File: config.mk
export PLATFORM = sky130hd
export DESIGN_NAME = sap_ram_seq
export DESIGN_NICKNAME = d
export VERILOG_FILES = /design/src/rtl/sap_ram_pkg.sv /design/src/rtl/sap_ram_arb.sv /design/src/rtl/sap_ram_seq.sv
export SDC_FILE = /design/constraint.sdc
export NUM_CORES = 1
export LEC_CHECK = 0
export CORE_MARGIN = 2
export CORE_UTILIZATION = 30
export CTS_BUF_LIST = sky130_fd_sc_hd__clkbuf_16
export DETAILED_ROUTE_END_ITERATION = 10
export PLACE_DENSITY_LB_ADDON = 0.3
export SYNTH_ARGS = -nofsm -noshare
export SYNTH_HDL_FRONTEND = slang
export SYNTH_HIERARCHICAL = 1
export SYNTH_SLANG_ARGS = --single-unit
File: constraint.sdc
create_clock -name clk -period 2.2 [get_ports clk]
set_clock_uncertainty 0.15 [all_clocks]
set_input_delay 0.44 -clock clk [delete_from_list [all_inputs] [get_ports clk]]
set_output_delay 0.44 -clock clk [all_outputs]
set_load 0.01 [all_outputs]
File: src/rtl/sap_ram_pkg.sv
// Shared types and default timing for the SAP RAM sequencer.
package sap_ram_pkg;

    typedef enum logic [2:0] {
        IDLE     = 3'd0,
        W_SETUP  = 3'd1,
        W_PULSE  = 3'd2,
        W_HOLD   = 3'd3,
        R_ACCESS = 3'd4,
        DONE     = 3'd5
    } ram_state_t;

    typedef enum logic {
        OWN_CPU = 1'b0,
        OWN_LD  = 1'b1
    } ram_owner_t;

    localparam int RAM_SETUP_CYC  = 1;
    localparam int RAM_PULSE_CYC  = 2;
    localparam int RAM_HOLD_CYC   = 1;
    localparam int RAM_ACCESS_CYC = 2;

endpackage

File: src/rtl/sap_ram_arb.sv
// Fixed-priority two-requester grant; the loader wins ties, and nothing is
// granted while the sequencer is mid-transaction.
module sap_ram_arb
    import sap_ram_pkg::*;
(
    input  logic       lock,
    input  logic       ld_req,
    input  logic       cpu_req,
    output logic       gnt,
    output ram_owner_t gnt_own
);

    // Grant and owner select
    always_comb begin
        gnt     = !lock && (ld_req || cpu_req);
        gnt_own = ld_req ? OWN_LD : OWN_CPU;
    end

endmodule

File: src/rtl/sap_ram_seq.sv
// Sequencer for a 16x8 store built from two 189-type 16x4 RAMs.
// Every output is a flop; output flops are loaded from the next state so the
// chip pins change on the same edge as the state they belong to.
module sap_ram_seq
    import sap_ram_pkg::*;
#(
    parameter int ADDR_W     = 4,
    parameter int DATA_W     = 8,
    parameter int SETUP_CYC  = RAM_SETUP_CYC,
    parameter int PULSE_CYC  = RAM_PULSE_CYC,
    parameter int HOLD_CYC   = RAM_HOLD_CYC,
    parameter int ACCESS_CYC = RAM_ACCESS_CYC
) (
    input  logic              clk,
    input  logic              rst_n,
    input  logic              cpu_req,
    input  logic              cpu_wr,
    input  logic [ADDR_W-1:0] cpu_addr,
    input  logic [DATA_W-1:0] cpu_wdata,
    output logic              cpu_ack,
    output logic [DATA_W-1:0] cpu_rdata,
    input  logic              ld_req,
    input  logic [ADDR_W-1:0] ld_addr,
    input  logic [DATA_W-1:0] ld_wdata,
    output logic              ld_ack,
    output logic [ADDR_W-1:0] ram_a,
    output logic [DATA_W-1:0] ram_d,
    output logic              ram_cs,
    output logic              ram_we,
    input  logic [DATA_W-1:0] ram_o,
    output logic              busy
);

    if (SETUP_CYC < 1 || PULSE_CYC < 1 || HOLD_CYC < 1 || ACCESS_CYC < 1) begin : g_bad_param
        $error("sap_ram_seq: all timing parameters must be >= 1");
    end

    localparam int MAX_SP  = (SETUP_CYC > PULSE_CYC) ? SETUP_CYC : PULSE_CYC;
    localparam int MAX_HA  = (HOLD_CYC > ACCESS_CYC) ? HOLD_CYC : ACCESS_CYC;
    localparam int MAX_CYC = (MAX_SP > MAX_HA) ? MAX_SP : MAX_HA;
    localparam int CNT_W   = $clog2(MAX_CYC + 1);

    ram_state_t        state_q, state_d;
    logic [CNT_W-1:0]  cnt_q, cnt_d;
    ram_owner_t        own_q, own_d;
    logic              wr_q, wr_d;
    logic [ADDR_W-1:0] ram_a_q, ram_a_d;
    logic [DATA_W-1:0] ram_d_q, ram_d_d;
    logic [DATA_W-1:0] cpu_rdata_q, cpu_rdata_d;
    logic              ram_cs_q, ram_cs_d;
    logic              ram_we_q, ram_we_d;
    logic              busy_q, busy_d;
    logic              cpu_ack_q, cpu_ack_d;
    logic              ld_ack_q, ld_ack_d;

    logic              gnt;
    ram_owner_t        gnt_own;

    sap_ram_arb u_arb (
        .lock    (state_q != IDLE),
        .ld_req  (ld_req),
        .cpu_req (cpu_req),
        .gnt     (gnt),
        .gnt_own (gnt_own)
    );

    // Remaining-cycle count loaded on entry to a timed state (length - 1)
    function automatic logic [CNT_W-1:0] phase_len(input ram_state_t s);
        case (s)
            W_SETUP:  phase_len = CNT_W'(SETUP_CYC - 1);
            W_PULSE:  phase_len = CNT_W'(PULSE_CYC - 1);
            W_HOLD:   phase_len = CNT_W'(HOLD_CYC - 1);
            R_ACCESS: phase_len = CNT_W'(ACCESS_CYC - 1);
            default:  phase_len = '0;
        endcase
    endfunction

    // Next state, phase counter, request latch and registered output values
    always_comb begin
        state_d     = state_q;
        cnt_d       = cnt_q;
        own_d       = own_q;
        wr_d        = wr_q;
        ram_a_d     = ram_a_q;
        ram_d_d     = ram_d_q;
        cpu_rdata_d = cpu_rdata_q;

        case (state_q)
            IDLE: begin
                if (gnt) begin
                    own_d = gnt_own;
                    if (gnt_own == OWN_LD) begin
                        wr_d    = 1'b1;
                        ram_a_d = ld_addr;
                        ram_d_d = ld_wdata;
                    end else begin
                        wr_d    = cpu_wr;
                        ram_a_d = cpu_addr;
                        ram_d_d = cpu_wdata;
                    end
                    state_d = wr_d ? W_SETUP : R_ACCESS;
                end
            end
            W_SETUP:  if (cnt_q == '0) state_d = W_PULSE;
            W_PULSE:  if (cnt_q == '0) state_d = W_HOLD;
            W_HOLD:   if (cnt_q == '0) state_d = DONE;
            R_ACCESS: begin
                if (cnt_q == '0) begin
                    state_d     = DONE;
                    cpu_rdata_d = ~ram_o;
                end
            end
            DONE:     state_d = IDLE;
            default:  state_d = IDLE;
        endcase

        // Reload on every state entry, otherwise count down and park at zero
        if (state_d != state_q) cnt_d = phase_len(state_d);
        else if (cnt_q != '0)   cnt_d = cnt_q - 1'b1;

        ram_cs_d  = !(state_d inside {W_SETUP, W_PULSE, W_HOLD, R_ACCESS});
        ram_we_d  = (state_d != W_PULSE);
        busy_d    = (state_d != IDLE);
        cpu_ack_d = (state_d == DONE) && (own_d == OWN_CPU);
        ld_ack_d  = (state_d == DONE) && (own_d == OWN_LD);
    end

    // State and output registers with synchronous reset
    always_ff @(posedge clk) begin
        if (!rst_n) begin
            state_q     <= IDLE;
            cnt_q       <= '0;
            own_q       <= OWN_CPU;
            wr_q        <= 1'b0;
            ram_a_q     <= '0;
            ram_d_q     <= '0;
            cpu_rdata_q <= '0;
            ram_cs_q    <= 1'b1;
            ram_we_q    <= 1'b1;
            busy_q      <= 1'b0;
            cpu_ack_q   <= 1'b0;
            ld_ack_q    <= 1'b0;
        end else begin
            state_q     <= state_d;
            cnt_q       <= cnt_d;
            own_q       <= own_d;
            wr_q        <= wr_d;
            ram_a_q     <= ram_a_d;
            ram_d_q     <= ram_d_d;
            cpu_rdata_q <= cpu_rdata_d;
            ram_cs_q    <= ram_cs_d;
            ram_we_q    <= ram_we_d;
            busy_q      <= busy_d;
            cpu_ack_q   <= cpu_ack_d;
            ld_ack_q    <= ld_ack_d;
        end
    end

    assign ram_a     = ram_a_q;
    assign ram_d     = ram_d_q;
    assign ram_cs    = ram_cs_q;
    assign ram_we    = ram_we_q;
    assign cpu_rdata = cpu_rdata_q;
    assign cpu_ack   = cpu_ack_q;
    assign ld_ack    = ld_ack_q;
    assign busy      = busy_q;

endmodule

==> reports/summary.txt <==
Mapped Area -> 1384 µm²
GRT Total Usage -> 0.1339
hold crit path type -> reg -> reg
xor+xnor area frac -> 0.01266
Antenna Cells -> 0
HPWL after detailed placement -> 2512 µm
start point of the worst hold path -> cnt_q[1]
met1 WL -> 1413 µm
total power -> 2835 µW
placed cell areas -> 2086 µm²
sum of negative setup slack -> 0 ns
reg2reg setup slack -> 0.12 ns
cell area after layout -> 2220 µm²
clock network area share -> 0.06032
most common logic cell in the routed design -> clkdlybuf4s50_1
chip height -> 71.92 µm
Data buffer area share -> 0.3157
grt met3 use -> 0.06111
CP peak stage delay -> 0.38 ns
area reported by Yosys stat -> 1384 µm²
total gr overflow -> 0
top cells, area -> dfxtp_1 (45%), o211a_1 (14%), mux2i_1 (9.4%)
PostCTS Resize Cnt -> 0
status -> completed
critical-path cell list -> or3_4, o21ba_1, inv_1, o311ai_1, a31oi_1, and4bb_2
dominant power group -> combinational cells
most frequent cells in the layout -> clkdlybuf4s50_1 (61), dfxtp_1 (31), nand2_1 (23), o211a_1 (20), mux2i_1 (13)
# setup viols final -> 0
fin crit period -> 2.081 ns
Sw Pwr -> 935.4 µW
Storage cell area -> 620.6 µm²
Routed Antenna Nets -> 0
dpl ws -> -0.06946 ns
share of flip-flops with an asynchronous set or reset -> 0
top sig layer -> met4
worst vdd ir -> 521.0 µV
CP top delay family -> AND-OR/OR-AND gates
Synth cell types -> 31
Yosys Warn Count -> 6
H-tree Lvls -> 2
worst path bufs/invs -> 1
comb area leader -> AND-OR/OR-AND gates
DR WL met3 -> 255 µm
chip area -> 5172 µm²
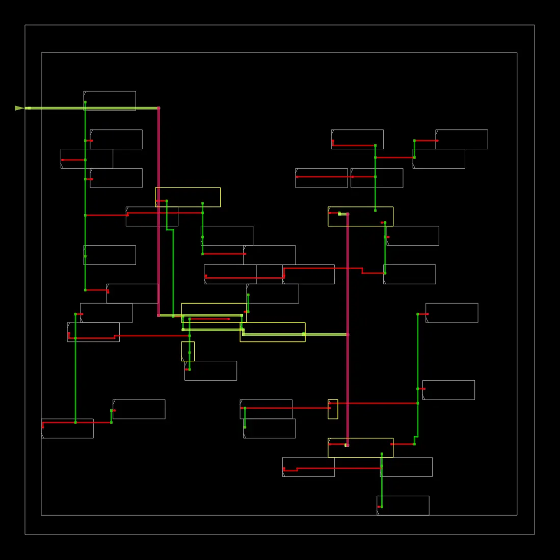
*Clock routing*
Sink Count: 31
sequential cell count: 31

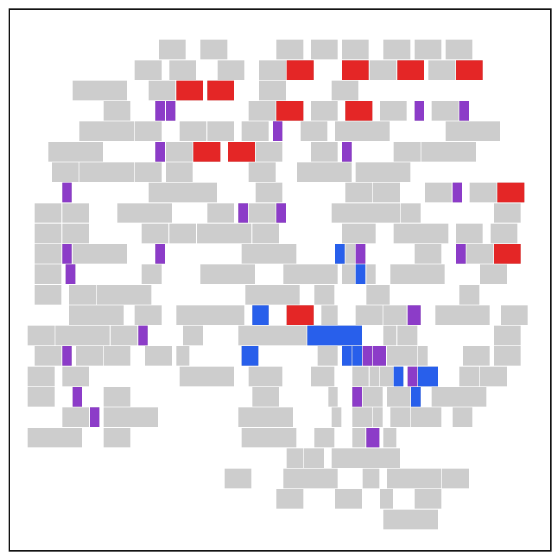
*Gate families picked out*
- nor cells: blue (cells 10)
- nand cells: purple (cells 26)
- mux cells: red (cells 13)

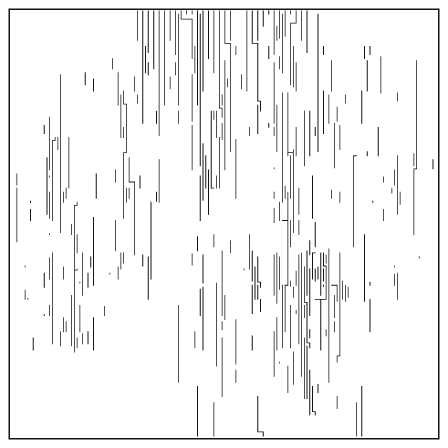
*The metal 2 layer*
- wire length on this layer: 1570 µm
- main direction: vertical
- nets with wire on the layer: 210
- share of all routed wire: 48%
met2 layer usage reported by global route: 0.2088
final WL: 3299 µm
via count: 1232

Power and IR drop assume default switching activity.
